<file path="src/rtl/regfile_mp_sb_pkg.sv">
// Shared defaults and types for the multi-port register file with busy scoreboard.
package regfile_mp_sb_pkg;

    localparam int unsigned DEF_XLEN  = 32;
    localparam int unsigned DEF_NREGS = 32;
    localparam int unsigned DEF_AW    = $clog2(DEF_NREGS);

    typedef logic [DEF_XLEN-1:0] xword_t;
    typedef logic [DEF_AW-1:0]   regidx_t;

endpackage

</file>
<file path="src/rtl/regfile_wr_arb.sv">
// Resolves all write ports against one address: the highest-index matching port wins.
module regfile_wr_arb
    import regfile_mp_sb_pkg::*;
#(
    parameter int unsigned XLEN    = DEF_XLEN,
    parameter int unsigned AW      = DEF_AW,
    parameter int unsigned NUM_WR  = 1,
    parameter bit          ZERO_R0 = 1'b1
) (
    input  logic [AW-1:0]          addr,
    input  logic [NUM_WR-1:0]      wer,
    input  logic [NUM_WR*AW-1:0]   rd,
    input  logic [NUM_WR*XLEN-1:0] regdata,
    output logic                   hit,
    output logic [XLEN-1:0]        data,
    output logic                   clear
);

    always_comb begin
        hit  = 1'b0;
        data = '0;
        // Ascending scan so the last (highest-index) match overrides earlier ones.
        for (int j = 0; j < int'(NUM_WR); j++) begin
            if (wer[j] && (rd[j*AW +: AW] == addr)) begin
                hit  = 1'b1;
                data = regdata[j*XLEN +: XLEN];
            end
        end
        if (ZERO_R0 && (addr == '0)) begin
            hit  = 1'b0;
            data = '0;
        end
        clear = hit;
    end

endmodule

</file>
<file path="src/rtl/regfile_mp_sb.sv">
// Multi-port integer register file with per-register busy scoreboard and optional write bypass.
module regfile_mp_sb
    import regfile_mp_sb_pkg::*;
#(
    parameter int unsigned XLEN    = DEF_XLEN,
    parameter int unsigned NREGS   = DEF_NREGS,
    parameter int unsigned NUM_RD  = 2,
    parameter int unsigned NUM_WR  = 1,
    parameter bit          BYPASS  = 1'b1,
    parameter bit          ZERO_R0 = 1'b1
) (
    input  logic                     clk,
    input  logic                     rst,
    input  logic [NUM_RD*$clog2(NREGS)-1:0] rs,
    output logic [NUM_RD*XLEN-1:0]   rv,
    output logic [NUM_RD-1:0]        rbusy,
    input  logic [NUM_WR-1:0]        wer,
    input  logic [NUM_WR*$clog2(NREGS)-1:0] rd,
    input  logic [NUM_WR*XLEN-1:0]   regdata,
    input  logic                     iss_valid,
    input  logic [$clog2(NREGS)-1:0] iss_rd,
    input  logic [$clog2(NREGS)-1:0] dbg_addr,
    output logic [XLEN-1:0]          dbg_data
);

    localparam int unsigned AW = $clog2(NREGS);

    logic [XLEN-1:0] r_q [NREGS];
    logic [NREGS-1:0] busy_q, busy_d;

    logic [NREGS-1:0] upd_hit, upd_clear;
    logic [XLEN-1:0]  upd_data [NREGS];

    logic [NUM_RD-1:0] byp_hit;
    logic [XLEN-1:0]   byp_data [NUM_RD];

    for (genvar i = 0; i < int'(NREGS); i++) begin : g_upd
        localparam logic [AW-1:0] IDX = AW'(i);
        regfile_wr_arb #(
            .XLEN    (XLEN),
            .AW      (AW),
            .NUM_WR  (NUM_WR),
            .ZERO_R0 (ZERO_R0)
        ) u_arb (
            .addr    (IDX),
            .wer     (wer),
            .rd      (rd),
            .regdata (regdata),
            .hit     (upd_hit[i]),
            .data    (upd_data[i]),
            .clear   (upd_clear[i])
        );
    end

    if (BYPASS) begin : g_byp
        for (genvar k = 0; k < int'(NUM_RD); k++) begin : g_port
            logic unused_clear;
            regfile_wr_arb #(
                .XLEN    (XLEN),
                .AW      (AW),
                .NUM_WR  (NUM_WR),
                .ZERO_R0 (ZERO_R0)
            ) u_arb (
                .addr    (rs[k*AW +: AW]),
                .wer     (wer),
                .rd      (rd),
                .regdata (regdata),
                .hit     (byp_hit[k]),
                .data    (byp_data[k]),
                .clear   (unused_clear)
            );
        end
    end else begin : g_no_byp
        always_comb begin
            byp_hit = '0;
            for (int k = 0; k < int'(NUM_RD); k++) begin
                byp_data[k] = '0;
            end
        end
    end

    // Issue set is applied after write clear so a same-cycle producer stays outstanding.
    always_comb begin
        busy_d = busy_q;
        for (int i = 0; i < int'(NREGS); i++) begin
            if (upd_clear[i]) begin
                busy_d[i] = 1'b0;
            end
            if (iss_valid && (iss_rd == AW'(i)) && !(ZERO_R0 && (i == 0))) begin
                busy_d[i] = 1'b1;
            end
        end
        if (rst) begin
            busy_d = '0;
        end
    end

    always_ff @(posedge clk) begin
        if (rst) begin
            for (int i = 0; i < int'(NREGS); i++) begin
                r_q[i] <= '0;
            end
        end else begin
            for (int i = 0; i < int'(NREGS); i++) begin
                if (upd_hit[i]) begin
                    r_q[i] <= upd_data[i];
                end
            end
        end
        busy_q <= busy_d;
    end

    always_comb begin
        logic [AW-1:0] idx;
        rv    = '0;
        rbusy = '0;
        for (int k = 0; k < int'(NUM_RD); k++) begin
            idx = rs[k*AW +: AW];
            if (BYPASS && byp_hit[k]) begin
                rv[k*XLEN +: XLEN] = byp_data[k];
                rbusy[k]           = busy_d[idx];
            end else begin
                rv[k*XLEN +: XLEN] = r_q[idx];
                rbusy[k]           = busy_q[idx];
            end
        end
    end

    assign dbg_data = r_q[dbg_addr];

endmodule

</file>
<file path="config.mk">
export PLATFORM = sky130hd
export DESIGN_NAME = regfile_mp_sb
export DESIGN_NICKNAME = d
export VERILOG_FILES = /design/src/rtl/regfile_mp_sb_pkg.sv /design/src/rtl/regfile_wr_arb.sv /design/src/rtl/regfile_mp_sb.sv
export SDC_FILE = /design/constraint.sdc
export NUM_CORES = 2
export LEC_CHECK = 0
export CAP_MARGIN = 20
export CORE_MARGIN = 2
export CORE_UTILIZATION = 40
export DETAILED_ROUTE_END_ITERATION = 6
export SYNTH_ARGS = -nofsm -noshare
export SYNTH_HDL_FRONTEND = slang
export SYNTH_SLANG_ARGS = --single-unit
</file>
<file path="constraint.sdc">
create_clock -name clk -period 6.2 [get_ports clk]
set_clock_uncertainty 0.15 [all_clocks]
set_input_delay 0.62 -clock clk [delete_from_list [all_inputs] [get_ports clk]]
set_output_delay 0.62 -clock clk [all_outputs]
set_load 0.02 [all_outputs]
</file>
### Sequential cells grouped by signal name

Drawn at 1 px/um. Other cells in grey.
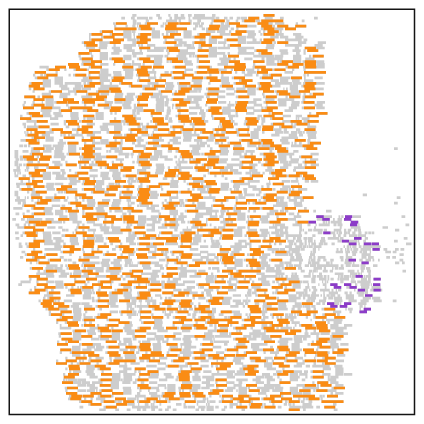
Key: `busy_q` = purple [sequential cells 32]; `r_q` = orange [sequential cells 992]
Seq/total area: 42.39%
post-layout util: 45.27%
Seq power: 8.24 mW
Reg area: 0.03043 sq mm

### A small window of the routed layout

Region (290, 290) to (315, 315) um. Cells in grey, sequential cells in the stronger grey; small squares are vias.
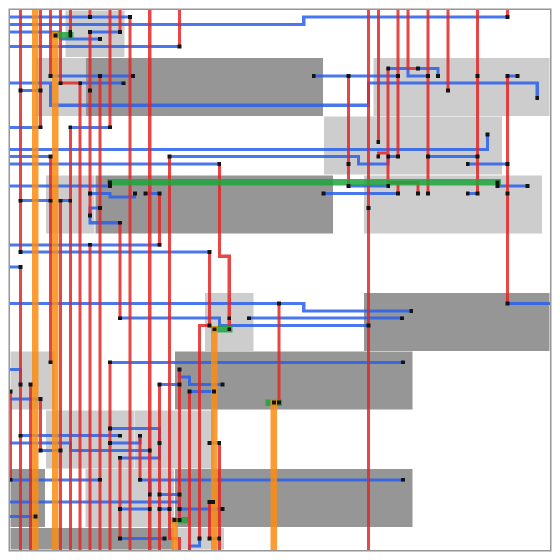
Key: metal 1 = blue; metal 2 = red; metal 4 = orange; metal 3 = green
Netlist names of flops here include `r_q` (5). Sequential cells in the window: 5. 16 logic cells have their middle in the window. Most frequent: edfxtp_1 (5), mux4_2 (3), and2_1 (3).

### Congestion heat map

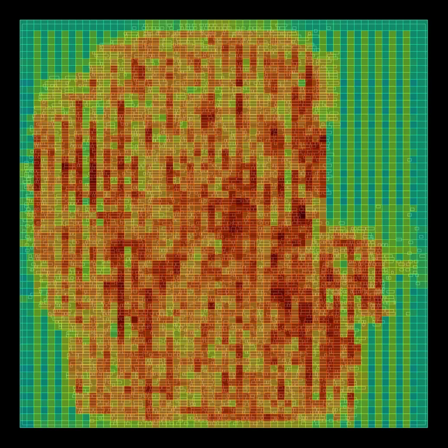
GR Layer Usage met3: 9.275%
drt wl/cell: 38.88 um
GRT met2 Usage: 44.21%
most used routing layer: met2
met1 GRT Util: 41.52%

### Metal 1

Drawn at 1 px/um.
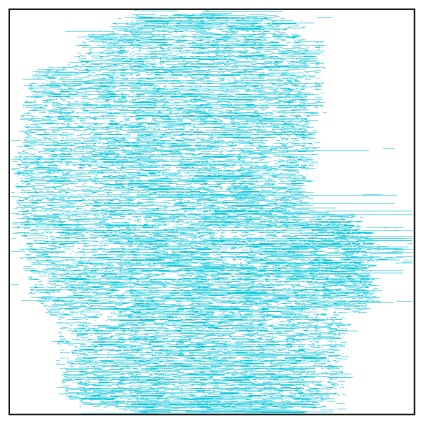
4100 nets have wire on it. The layer holds 37% of the routed length.
number of vias in the routed layout: 43080
drt total wl: 246500 um

sequential cells by signal, summed over array words and instances, names as in the netlist:
register,flops
busy_q,32
r_q,992
path summary, 6_finish.rpt:
kind              start    endpoint  depth (start not counted)
min reg2reg  busy_q[28]  busy_q[28]                          2
max reg2reg  busy_q[12]  busy_q[12]                          4
min          busy_q[28]  busy_q[28]                          2
max               rs[6]      rv[52]                          8
metrics by stage:
step | util, % | instance area (sq um) | hold WS [ps] | setup slack (ps) | power [mW]
3_3_place_gp | 42.78 | 67830 | 347.2 | 1183 | 11.60
2_1_floorplan | - | 63950 | 310.3 | 588.1 | 10.29
4_1_cts | 45.16 | 71600 | 361.1 | 1237 | 18.32
6_report | 45.27 | 71790 | 371.3 | 1072 | 18.37
5_1_grt | 45.26 | 71760 | 391.2 | 1027 | 18.77
3_5_place_dp | 42.87 | 67970 | 352.9 | 1258 | 11.64
worst reg2reg max path, cell delays in order (launching register included):
cell	delay, ps
dfxtp_1	320
nand2b_1	120
a21oi_1	70
a21oi_1	260
inv_1	70
layer usage:
layer / up-vias / wire length, um
met5: - / 303
met4: 14 / 10770
met3: 568 / 34510
met2: 3389 / 108900
met1: 22480 / 91990
li1: 16620 / -
power breakdown:
part | total [mW] | internal [mW] | switching (mW)
Clock | 6.80 | 3.85 | 2.95
Sequential | 8.24 | 7.98 | 0.262
Combinational | 3.33 | 1.51 | 1.82
area by class of cell:
type / count / area [sq um]
timing repair buffer: 318 / 3262
multi-input combinational: 2657 / 31670
fill: 13690 / 86770
sequential: 1024 / 30430
tap: 2072 / 2592
clock buffer: 144 / 3025
antenna: 18 / 45.04
clock inverter: 65 / 604.3
inverter: 42 / 157.7
==> flow_summary.json <==
{
  "outcome": "finished, final reports clean",
  "syn_to_final_growth_pct": 12.26,
  "cts_hold_buf": 0,
  "drive_gt1_share_pct": 32.56,
  "worstPathArrival_ps": 4360,
  "rsz0062_at_grt": "no",
  "place_congestion": 0.8748,
  "crit_path_start_kind": "input port",
  "clkSinkCount": 1024,
  "finalHoldViolations": 0,
  "cts_root_buf": "clkbuf_16",
  "xor_area_share_pct": 0.1370,
  "yosysUniqueCellTypes": 65,
  "cts_setup_buffers": 0,
  "period_used_pct": 82.70,
  "maxCapViolCount": 0,
  "ant_nets": 0,
  "crit_type": "input port to primary output",
  "slowest_stage": "clkdlybuf4s50_1",
  "yosys_area_sq_mm": 0.06395,
  "portBuffers": 158,
  "p_leak_nw": 24.02,
  "fp_util_pct": 40.33,
  "fin_cells": 6340,
  "grt_pass1_vias": 41910
}
No activity file was given, so power comes from the tool's default toggle rates.
